[src/rtl/cpu_timing_pkg.sv]
// Shared definitions for the CPU timing chain: sequencer states,
// default geometry of the sequence counter and a T-signal width helper.
package cpu_timing_pkg;

    typedef enum logic [1:0] {
        IDLE  = 2'd0,
        FETCH = 2'd1,
        EXEC  = 2'd2,
        INT   = 2'd3
    } state_e;

    localparam int SC_W_DEF      = 4;
    localparam int FETCH_LEN_DEF = 3;
    localparam int INT_LEN_DEF   = 3;

    // Number of one-hot timing lines produced by an sc_w-bit counter.
    function automatic int t_width(input int sc_w);
        return 1 << sc_w;
    endfunction

endpackage

[src/rtl/sc_decoder.sv]
// Combinational SC_W-to-2**SC_W one-hot decoder with enable.
module sc_decoder #(
    parameter int SC_W = 4,
    parameter int T_W  = 16
) (
    input  logic            en,
    input  logic [SC_W-1:0] sel,
    output logic [T_W-1:0]  t
);

    // Drive exactly one line high for the selected count when enabled.
    always_comb begin
        t = '0;
        if (en) begin
            t[sel] = 1'b1;
        end
    end

endmodule

[src/rtl/timing_sequencer.sv]
// CPU timing sequencer: owns the sequence counter, produces T0..T(2**SC_W-1)
// and steps through fetch, execute and interrupt cycles.
// Optional macro SEQ_WATCHDOG_EN: an EXEC step reaching the counter maximum
// without sc_clr raises sticky err and drops back to IDLE instead of wrapping.
//
// Handshake: start and halt are levels, not pulses. start is accepted only in
// IDLE and only when halt is low; halt is accepted in any non-IDLE state and
// takes effect on the next edge. stall freezes counter and state for the cycle
// it is high and blanks the T signals; sc_clr is accepted only in EXEC on a
// cycle with neither halt nor stall, which is when instr_done pulses.
module timing_sequencer
    import cpu_timing_pkg::*;
#(
    parameter int SC_W      = SC_W_DEF,
    parameter int FETCH_LEN = FETCH_LEN_DEF,
    parameter int INT_LEN   = INT_LEN_DEF,
    parameter int T_W       = t_width(SC_W)
) (
    input  logic            clk,
    input  logic            rst_n,
    input  logic            start,
    input  logic            halt,
    input  logic            sc_clr,
    input  logic            stall,
    input  logic            ien,
    input  logic            int_req,
    output logic [SC_W-1:0] sc,
    output logic [T_W-1:0]  t_sig,
    output logic            run,
    output logic            r_flag,
    output logic            fetch,
    output logic            instr_done,
    output logic            int_ack,
    output logic            err,
    output state_e          state_dbg
);

    localparam logic [SC_W-1:0] FETCH_LAST = SC_W'(FETCH_LEN - 1);
    localparam logic [SC_W-1:0] INT_LAST   = SC_W'(INT_LEN - 1);
    localparam logic [SC_W-1:0] FETCH_END  = SC_W'(FETCH_LEN);
    localparam logic [SC_W-1:0] SC_MAX     = '1;

    state_e          state_q, state_nxt;
    logic [SC_W-1:0] sc_q, sc_nxt;
    logic            r_q, r_nxt;
`ifdef SEQ_WATCHDOG_EN
    logic            err_q, err_nxt;
`endif

    // State, counter and interrupt flag registers.
    always_ff @(posedge clk or negedge rst_n) begin
        if (!rst_n) begin
            state_q <= IDLE;
            sc_q    <= '0;
            r_q     <= 1'b0;
        end else begin
            state_q <= state_nxt;
            sc_q    <= sc_nxt;
            r_q     <= r_nxt;
        end
    end

`ifdef SEQ_WATCHDOG_EN
    // Sticky watchdog error, cleared by reset or an accepted start.
    always_ff @(posedge clk or negedge rst_n) begin
        if (!rst_n) begin
            err_q <= 1'b0;
        end else begin
            err_q <= err_nxt;
        end
    end
    assign err = err_q;
`else
    assign err = 1'b0;
`endif

    // Next state and pulses; priority is halt > stall > sc_clr > increment.
    always_comb begin
        state_nxt  = state_q;
        sc_nxt     = sc_q;
        r_nxt      = r_q;
`ifdef SEQ_WATCHDOG_EN
        err_nxt    = err_q;
`endif
        instr_done = 1'b0;
        int_ack    = 1'b0;
        if (state_q == IDLE) begin
            sc_nxt = '0;
            if (start && !halt) begin
                state_nxt = FETCH;
`ifdef SEQ_WATCHDOG_EN
                err_nxt   = 1'b0;
`endif
            end
        end else if (halt) begin
            // r_flag survives a halt so a pending interrupt is still taken.
            state_nxt = IDLE;
            sc_nxt    = '0;
        end else if (!stall) begin
            case (state_q)
                FETCH: begin
                    sc_nxt = sc_q + 1'b1;
                    if (sc_q == FETCH_LAST) begin
                        state_nxt = EXEC;
                    end
                end
                EXEC: begin
                    if (ien && int_req) begin
                        r_nxt = 1'b1;
                    end
                    if (sc_clr) begin
                        instr_done = 1'b1;
                        sc_nxt     = '0;
                        state_nxt  = r_q ? INT : FETCH;
                    end else if (sc_q == SC_MAX) begin
`ifdef SEQ_WATCHDOG_EN
                        err_nxt   = 1'b1;
                        state_nxt = IDLE;
`endif
                        sc_nxt    = '0;
                    end else begin
                        sc_nxt = sc_q + 1'b1;
                    end
                end
                INT: begin
                    if (sc_q == INT_LAST) begin
                        int_ack   = 1'b1;
                        r_nxt     = 1'b0;
                        sc_nxt    = '0;
                        state_nxt = FETCH;
                    end else begin
                        sc_nxt = sc_q + 1'b1;
                    end
                end
                default: state_nxt = IDLE;
            endcase
        end
    end

    assign run       = (state_q != IDLE);
    assign sc        = sc_q;
    assign r_flag    = r_q;
    assign fetch     = run && (state_q != INT) && (sc_q < FETCH_END);
    assign state_dbg = state_q;

    sc_decoder #(
        .SC_W (SC_W),
        .T_W  (T_W)
    ) u_dec (
        .en  (run && !stall),
        .sel (sc_q),
        .t   (t_sig)
    );

endmodule

[config.mk]
export PLATFORM = sky130hd
export DESIGN_NAME = timing_sequencer
export DESIGN_NICKNAME = d
export VERILOG_FILES = /design/src/rtl/cpu_timing_pkg.sv /design/src/rtl/sc_decoder.sv /design/src/rtl/timing_sequencer.sv
export SDC_FILE = /design/constraint.sdc
export NUM_CORES = 1
export LEC_CHECK = 0
export CORE_UTILIZATION = 40
export CTS_CLUSTER_DIAMETER = 150
export DETAILED_ROUTE_END_ITERATION = 16
export GPL_TIMING_DRIVEN = 0
export PLACE_DENSITY = 0.81
export SLEW_MARGIN = 20
export SYNTH_ARGS = -nofsm -noshare
export SYNTH_HDL_FRONTEND = slang
export SYNTH_SLANG_ARGS = --single-unit
export TNS_END_PERCENT = 20
[constraint.sdc]
create_clock -name clk -period 2.3 [get_ports clk]
set_clock_uncertainty 0.2 [all_clocks]
set_input_delay 0.23 -clock clk [delete_from_list [all_inputs] [get_ports clk]]
set_output_delay 0.23 -clock clk [all_outputs]
set_load 0.03 [all_outputs]
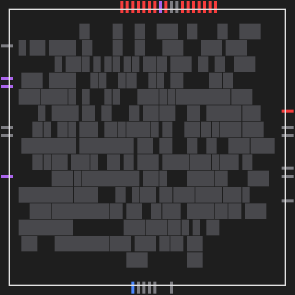
(pin placement)
(6 px per um) Pins as bars across the die edge, other pins in gray.
- `sc`: purple (pins 4; direction output; edge 3 west, 1 north)
- `t_sig`: red (pins 16; direction output; edge 15 north, 1 east)
- `r_flag`: blue (pins 1; direction output; edge south)
- all pins by edge: 18 north, 6 west, 6 south, 6 east

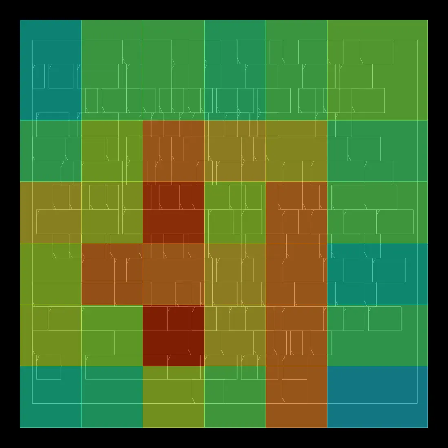
(track usage over the die)
Total GRT Usage: 23.44%
GR met1 Demand/Resource: 32.76%
met3 usage: 2.381%
grt met2 use: 36.57%
drt wl/cell: 12.94 um

==> qor.txt <==
# IOs -> 36
Ys flop type -> dfrtp_1
Floorplan core density -> 43.40%
Core footprint -> 1764 um^2
PwrDens -> 773.3 nW/um^2
Worst Path Arrival -> 1.80 ns
Tool warning count -> 34
GR Overflow Total -> 0
NetSw -> 444.5 uW
Outcome -> finished clean
Final Net Count -> 160
Combinational power -> 594 uW
Largest stage delay, worst path -> 0.44 ns
Ys Warns -> 0
Leak -> 0.0004796 uW
Largest class -> logic gates
Synthesized instance count -> 104
NonClk Buf Share -> 26.70%
Initial antenna violation count -> 0
DR iter-0 viols -> 22
Sw frac -> 49.67%
Fin Hold WS -> 0.02899 ns
Area of the mapped netlist -> 765.7 um^2
Die Y -> 45.76 um
Hold-fix buffers at CTS -> 0
Port Buf Inserts -> 34
Row Count -> 15
Clk ins delay skew pair -> 0.25 ns
Layout Cells excl Fill -> 167
Final setup viols -> 0
RePlAce Congestion -> 0.7615
Clock transition at path regs -> 0.05 ns
Placed Cells -> 163
Final min period -> 2.230 ns
Largest net degree at the start of global routing -> 11
TritonCTS Buffers -> 3
Postcts setup bufs -> 0
TNS Setup -> 0 ns
Power Total -> 895.0 uW
#MultiIn Comb -> 86
Clk. pwr -> 111 uW
DRT Wirelength -> 2.161 mm
Vias per Instance -> 5.299
# diodes -> 0
Sequential share of power -> 21.2%
Net Count, Synth -> 121
Area of the die -> 2094 um^2
ClkCell Share -> 2.270%
Clk buf depth -> 2
Flip-flop and latch area -> 177.7 um^2
CTS tree -> yes
CP startpoint -> state_dbg[1]$_DFFE_PN0P_
Seq pwr -> 190 uW
Clk root buf -> clkbuf_4
Antenna viol nets, final -> 0
CP max FO -> 8
Number of global-route vias before repair -> 821
Critical Path Sink Type -> output pin
Hold crit path type -> in -> async
Register bit total from synthesis -> 7
Internal -> 450.5 uW
Max VDD drop -> 0.0005395 V
Util after Layout -> 65.60%
Yosys top cell by area -> dfrtp_1
Pre-antenna DRT Iters -> 4
Fill cells -> 174
Req. time, crit path -> 1.87 ns
Final max-slew violation count -> 0
Synth async-reset ratio -> 100.0%
Clkbuf count -> 4
Commonest Layout Cell -> clkdlybuf4s50_1
Buf/Inv on CP -> 3
Pwr top -> combinational cells
Design Area, Final -> 1157 um^2
Critical Path Slowest Stage Cell -> dfrtp_2
RR Startpoint -> sc[0]$_DFFE_PN0P_
RSZ-0062 raised after global routing -> yes
First-pass GRT wire length -> 3.539 mm
Number of logic inverters in the finished layout -> 7
Post-synthesis cell type with the largest instance count -> nor2_1
Vias -> 885
CP delay by family, top -> buffers and inverters
FF+latch count -> 7
Final hold vios -> 0
Worst reg2reg setup slack -> 0.20 ns
Synthesized area per cell -> 7.363 um^2
Reg2Reg Depth -> 6
Crit path to -> int_ack
Flop share of the area -> 15.35%
Clock Sinks -> 7
Top-area cell share -> 22.88%
Fmax achieved -> 448.3 MHz
Post-route clock period utilization -> 96.98%
N_taps -> 25
Drt drc -> 0
Crit path kind -> reg -> out
Share of cells above drive strength 1 -> 23.94%
Cts repair resizes -> 25
Unique cell types -> 36
Die Span X -> 45.76 um
Post-synth EDFFs -> 0
Most frequent cells in the layout -> clkdlybuf4s50_1 (15), nor2_1 (14), clkbuf_2 (13), nand2_1 (11), ha_1 (8)
Register share after synthesis -> 22.88%
Combinational gate area -> 586.8 um^2
Post-detail-place hpwl -> 1.707 mm
Comb/total area -> 50.70%
Top cells by area -> dfrtp_1 (23%), ha_1 (15%), nor3_1 (7.8%)
==> routing by layer <==
metal | routed length [um] | global-route usage (%) | part of all wire, % | vias up
met5 | 0 | 0 | 0 | -
met4 | 14 | 10.00 | 0.65 | 0
met3 | 62 | 2.381 | 2.9 | 2
met2 | 1077 | 36.57 | 50 | 24
met1 | 1006 | 32.76 | 47 | 420
li1 | - | - | - | 439
==> kinds of logic (layout without fill, tap and decap cells) <==
family | Yosys count | after routing | share of synthesized area [%]
flops | 7 | 7 | 22.88
other cells | 1 | 1 | 0.4897
simple gates | 59 | 59 | 38.73
buf+inv | 11 | 49 | 7.026
compound gates | 17 | 17 | 16.18
fa+ha+maj | 9 | 9 | 14.71
==> registers in the layout, summed over array words and instances, names as in the netlist <==
register and cells:
r_flag 1, sc 4, state_dbg 2
Power figures rest on the tool's default switching activity, not on a simulated workload.
